--- src/rtl/dut_or_fifo_pkg.sv ---
// Shared constants for the OR-FIFO block: register-map addresses and default depths.
// Also holds the pointer-width helper used by every FIFO instance.
package dut_or_fifo_pkg;

    localparam int ADDR_W = 3;

    localparam logic [ADDR_W-1:0] ADDR_A_STATUS = 3'd0;
    localparam logic [ADDR_W-1:0] ADDR_B_STATUS = 3'd1;
    localparam logic [ADDR_W-1:0] ADDR_Y_STATUS = 3'd2;
    localparam logic [ADDR_W-1:0] ADDR_Y_DATA   = 3'd3;
    localparam logic [ADDR_W-1:0] ADDR_A_DATA   = 3'd4;
    localparam logic [ADDR_W-1:0] ADDR_B_DATA   = 3'd5;

    localparam int DEFAULT_A_DEPTH = 2;
    localparam int DEFAULT_B_DEPTH = 2;
    localparam int DEFAULT_Y_DEPTH = 1;

    // A depth-1 FIFO still needs a one-bit pointer so the vectors stay legal.
    function automatic int ptr_width(input int depth);
        return (depth > 1) ? $clog2(depth) : 1;
    endfunction

endpackage

--- src/rtl/dut_sync_fifo.sv ---
// Single-clock FIFO of 1-bit entries with an occupancy counter.
// Enqueue while full and dequeue while empty are ignored; both flags reflect cycle-start state.
module dut_sync_fifo
    import dut_or_fifo_pkg::*;
#(
    parameter int DEPTH = 2
) (
    input  logic clk,
    input  logic rst_n,
    input  logic enq,
    input  logic deq,
    input  logic din,
    output logic dout,
    output logic full,
    output logic empty
);

    localparam int PTR_W = ptr_width(DEPTH);
    localparam int CNT_W = $clog2(DEPTH + 1);

    logic [DEPTH-1:0] mem;
    logic [PTR_W-1:0] wr_ptr;
    logic [PTR_W-1:0] rd_ptr;
    logic [CNT_W-1:0] count;
    logic             do_enq;
    logic             do_deq;

    function automatic logic [PTR_W-1:0] next_ptr(input logic [PTR_W-1:0] ptr);
        return (ptr == PTR_W'(DEPTH - 1)) ? '0 : ptr + PTR_W'(1);
    endfunction

    assign full   = (count == CNT_W'(DEPTH));
    assign empty  = (count == '0);
    assign do_enq = enq && !full;
    assign do_deq = deq && !empty;
    assign dout   = mem[rd_ptr];

    always_ff @(posedge clk or negedge rst_n) begin
        if (!rst_n) begin
            mem    <= '0;
            wr_ptr <= '0;
            rd_ptr <= '0;
            count  <= '0;
        end else begin
            if (do_enq) begin
                mem[wr_ptr] <= din;
                wr_ptr      <= next_ptr(wr_ptr);
            end
            if (do_deq) begin
                rd_ptr <= next_ptr(rd_ptr);
            end
            case ({do_enq, do_deq})
                2'b10:   count <= count + CNT_W'(1);
                2'b01:   count <= count - CNT_W'(1);
                default: count <= count;
            endcase
        end
    end

endmodule

--- src/rtl/dut_or_fifo.sv ---
// Two input FIFOs (A, B) are paired off, ORed, and pushed into output FIFO Y.
// A small address map exposes writes into A/B and status/data reads of all three FIFOs.
module dut_or_fifo
    import dut_or_fifo_pkg::*;
#(
    parameter int A_DEPTH = DEFAULT_A_DEPTH,
    parameter int B_DEPTH = DEFAULT_B_DEPTH,
    parameter int Y_DEPTH = DEFAULT_Y_DEPTH
) (
    input  logic              CLK,
    input  logic              RST_N,
    input  logic [ADDR_W-1:0] write_address,
    input  logic              write_data,
    input  logic              write_en,
    output logic              write_rdy,
    input  logic [ADDR_W-1:0] read_address,
    input  logic              read_en,
    output logic              read_data,
    output logic              read_rdy
);

    logic enq_a, enq_b, enq_y;
    logic deq_ab, deq_y;
    logic a_dout, b_dout, y_dout;
    logic a_full, b_full, y_full;
    logic a_empty, b_empty, y_empty;

    assign write_rdy = 1'b1;
    assign read_rdy  = 1'b1;

    assign enq_a = write_en && (write_address == ADDR_A_DATA);
    assign enq_b = write_en && (write_address == ADDR_B_DATA);
    assign deq_y = read_en && (read_address == ADDR_Y_DATA);

    // Y full is taken from cycle start, so a same-edge Y read never lets a pair slip through.
    assign deq_ab = !a_empty && !b_empty && !y_full;
    assign enq_y  = deq_ab;

    dut_sync_fifo #(.DEPTH(A_DEPTH)) u_fifo_a (
        .clk   (CLK),
        .rst_n (RST_N),
        .enq   (enq_a),
        .deq   (deq_ab),
        .din   (write_data),
        .dout  (a_dout),
        .full  (a_full),
        .empty (a_empty)
    );

    dut_sync_fifo #(.DEPTH(B_DEPTH)) u_fifo_b (
        .clk   (CLK),
        .rst_n (RST_N),
        .enq   (enq_b),
        .deq   (deq_ab),
        .din   (write_data),
        .dout  (b_dout),
        .full  (b_full),
        .empty (b_empty)
    );

    dut_sync_fifo #(.DEPTH(Y_DEPTH)) u_fifo_y (
        .clk   (CLK),
        .rst_n (RST_N),
        .enq   (enq_y),
        .deq   (deq_y),
        .din   (a_dout | b_dout),
        .dout  (y_dout),
        .full  (y_full),
        .empty (y_empty)
    );

    always_comb begin
        read_data = 1'b0;
        case (read_address)
            ADDR_A_STATUS: read_data = !a_full;
            ADDR_B_STATUS: read_data = !b_full;
            ADDR_Y_STATUS: read_data = !y_empty;
            ADDR_Y_DATA:   read_data = !y_empty && y_dout;
            default:       read_data = 1'b0;
        endcase
    end

endmodule

--- config.mk ---
export PLATFORM = sky130hd
export DESIGN_NAME = dut_or_fifo
export DESIGN_NICKNAME = d
export VERILOG_FILES = /design/src/rtl/dut_or_fifo_pkg.sv /design/src/rtl/dut_sync_fifo.sv /design/src/rtl/dut_or_fifo.sv
export SDC_FILE = /design/constraint.sdc
export NUM_CORES = 1
export LEC_CHECK = 0
export CORE_MARGIN = 4
export CORE_UTILIZATION = 44
export DETAILED_ROUTE_END_ITERATION = 16
export PLACE_DENSITY = 0.72
export SYNTH_ARGS = -nofsm -noshare
export SYNTH_HDL_FRONTEND = slang
export SYNTH_SLANG_ARGS = --single-unit
--- constraint.sdc ---
create_clock -name CLK -period 1.5 [get_ports CLK]
set_input_delay 0.3 -clock CLK [delete_from_list [all_inputs] [get_ports CLK]]
set_output_delay 0.3 -clock CLK [all_outputs]
set_load 0.05 [all_outputs]
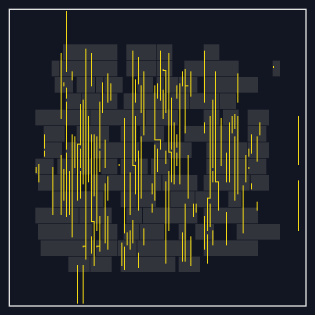
layer_met2.png
(6 px per um)
The wires run mostly vertical. The longest straight run is 35.0 um. 94 nets have wire on it. The layer holds 53% of the routed length. The layer carries 803 um of wire.
vias post-DR: 542
grt met2 use: 22.8%

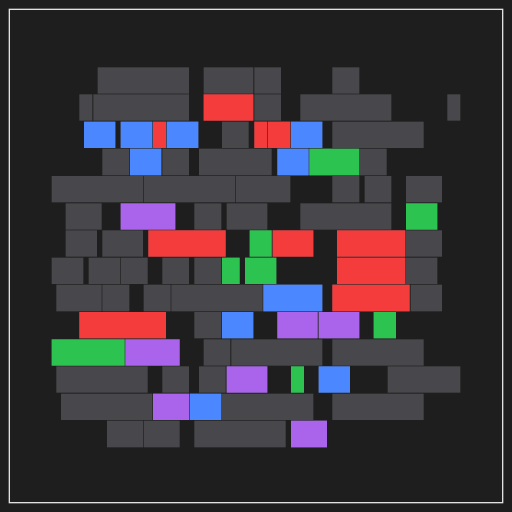
logic_types.png
(10 px per um)
Red marks nor cells, cells 10. Green marks nand cells, cells 8. Blue marks xor and xnor cells, cells 10. Purple marks mux cells, cells 7.
fraction of area in multi-input gates: 43.6%
most numerous logic cell after layout: buf_4

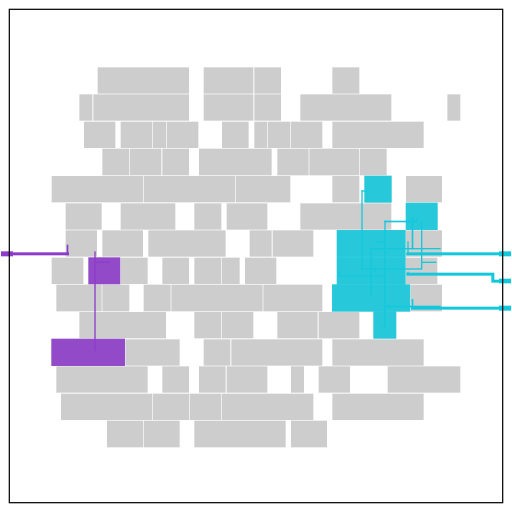
io_fan.png
(10 px per um)
Cyan marks `read_address`, direction input, end cells 6, buffers 3, wire 90.5 um. Purple marks `write_en`, direction input, end cells 2, buffers 1, wire 17.4 um.

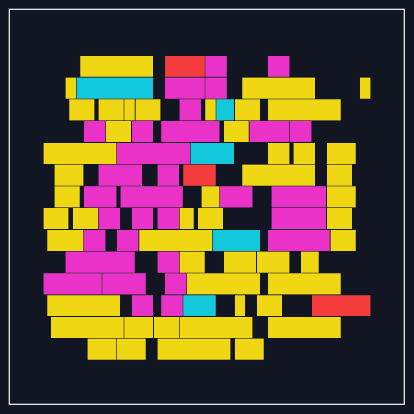
sizes.png
(8 px per um)
Magenta marks _3 and _4 cells, cells 31, most used buf_4. Yellow marks _0 and _1 cells, cells 49, most used dfrtp_1. Red marks _6 and larger, cells 3. Cyan marks _2 cells, cells 5.

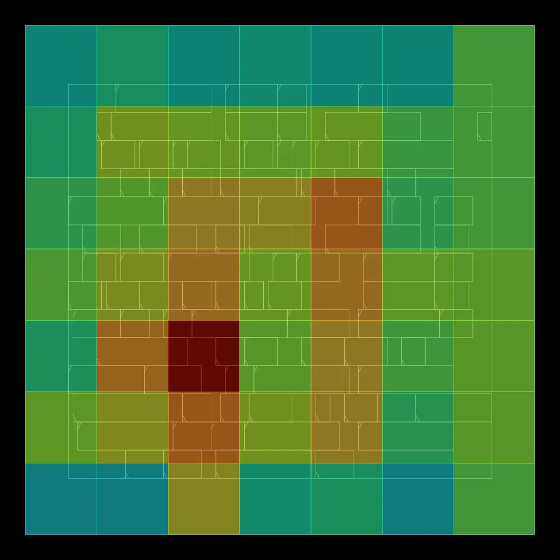
congestion.png
final core occ: 73.0%
gr busiest metal: met2
Tot GR Track Use: 13.4%
M3 GR Usage: 2.75%

==> metrics.yaml <==
total_leakage_power_nw: 0.512
irDropWorstVdd_mv: 1.08
synth-main-ff-cell: "dfrtp_1"
met1_usage_pct: 16.7
failed_checks: "negative setup slack"
syn_area_per_cell_sq_um: 12.7
cp_slowest_cell: "dfrtp_1"
grt_overflow: 0
drive_above_1_share_pct: 44.3
path_depth: 4
drc: 0
finalPower_mw: 2.10
place_area_sq_um: 981
rrSetupSlack_ns: -0.10
ys_warn_count: 0
portBuffers: 11
setup_violations: 2
pre_cts_ws_ns: -0.441
warning_count: 29
fin_skew_ns: 0.00588
postCtsSetupBuffers: 3
grt_pass1_wl_mm: 2.54
rsz0062_at_grt: "true"
min_path_type: "input port to async pin"
required_ns: 1.20
antenna_left: 0
common_cells: "dfrtp_1, xnor2_1, mux2_1, xor2_1, nor2_1"
grt_max_degree: 10
final_net_count: 102
numSynthFlops: 14
synth_seq_share_pct: 46.9
met1_length_um: 612
design_area_sq_um: 1140
final-instance-count-excl-fill: 104
yosysTopAreaCellShare_pct: 46.9
reg2reg_from: "u_fifo_a.count[1]$_DFFE_PN0P_"
maxCapViolCount: 0
path_cells: "nand2b_4 -> nor3b_4 -> nor4_4 -> buf_12"
crit_path_end_kind: "output pin"
cts_root_buf: "clkbuf_4"
fin_crit_sh_pct: 110
yosysMostFrequentCell: "dfrtp_1"
gp_routability_congestion: 0.731
cts_buffer_depth: 2
cts_tree: "done"
dr.max_layer_used: "met4"
largest_area_cell: "dfrtp_1"
die_w_um: 49.2
startpoint: "u_fifo_b.count[0]$_DFFE_PN0P_"
areaGrowthSynthToFinish_pct: 52.4
dpl.cell_count: 96
core_area_sq_um: 1560
final.setup.worst_slack_ns: -0.155
cts_buffers: 3
slew_viol_final: 0
worst-path-buf-inv: 1
worstSetupStartpointType: "flip-flop"
via_per_inst: 5.21
setup_tns_ns: -0.253
crit_end: "read_data"
ctsResizeCount: 10
clock_sinks: 14
cp.arrival_ns: 1.35
die_height_um: 49.2
post-dp-hpwl_mm: 1.12
synthCells: 59
cp_top_family: "simple AND/OR/NAND/NOR gates"
rows: 14
r2r_end: "u_fifo_a.count[1]$_DFFE_PN0P_"
h-tree-depth: 1
hold_viol_final: 0
dr.pass1.iters: 4
whs_ns: 0.251
status: "finished with violations"
area_leaders: "dfrtp_1, xnor2_1, mux2_1"
routedWlPerCell_um: 14.5
clk_pin_slew_worst_paths_ns: 0.09
route.met2.wl_um: 802
synthArstFlopShare_pct: 100
ys_cells: 59
drt_iter0_drc: 6
cts_hold_buf: 0
final_cell_mix: "buf_4, dfrtp_1, xnor2_1, clkdlybuf4s50_1"
wl_met3_um: 78
dieArea_sq_um: 2420
wirelength_mm: 1.51
fmax_ghz: 0.604
reg2reg_depth: 7
antenna_found_initial: 0
critPathMaxStageDelay_ns: 0.37
worstSetupPathType: "flip-flop to output pin"
synthesis.area_sq_um: 747
p_per_area_nw_per_um2: 1840
fp_util_pct: 47.9
ioPinCount: 14
ys_area_sq_um: 747
grt_pass1_vias: 581
edf_count: 0
crit_fanout: 4
n_antenna_cell: 0
clock_latency_ns: 0.27
period_minus_slack_ns: 1.65
synth_cell_type_count: 27
-- power by group --
group	leakage [nW]	total, mW	switching [mW]	internal, mW
Sequential	0.164	0.741	0.164	0.577
Clock	0.0210	0.268	0.121	0.147
Combinational	0.326	1.09	0.448	0.643
-- cells by family (layout without fill, tap and decap cells) --
kind of cell | Yosys count | in the layout | share of synthesized area [%]
fa+ha+maj | 2 | 2 | 3.35
compound gates | 3 | 3 | 3.69
mux | 7 | 7 | 10.2
flops | 14 | 14 | 46.9
xor+xnor | 10 | 10 | 11.7
buf+inv | 2 | 30 | 2.01
simple gates | 20 | 20 | 21.6
other cells | 1 | 2 | 0.502
-- area by class of cell --
type,instances,area [sq um]
timing repair buffer,26,234
clock buffer,4,36.3
multi-input combinational,44,497
tap,16,20.0
sequential,14,352
fill,109,420
No activity file was given, so power comes from the tool's default toggle rates.
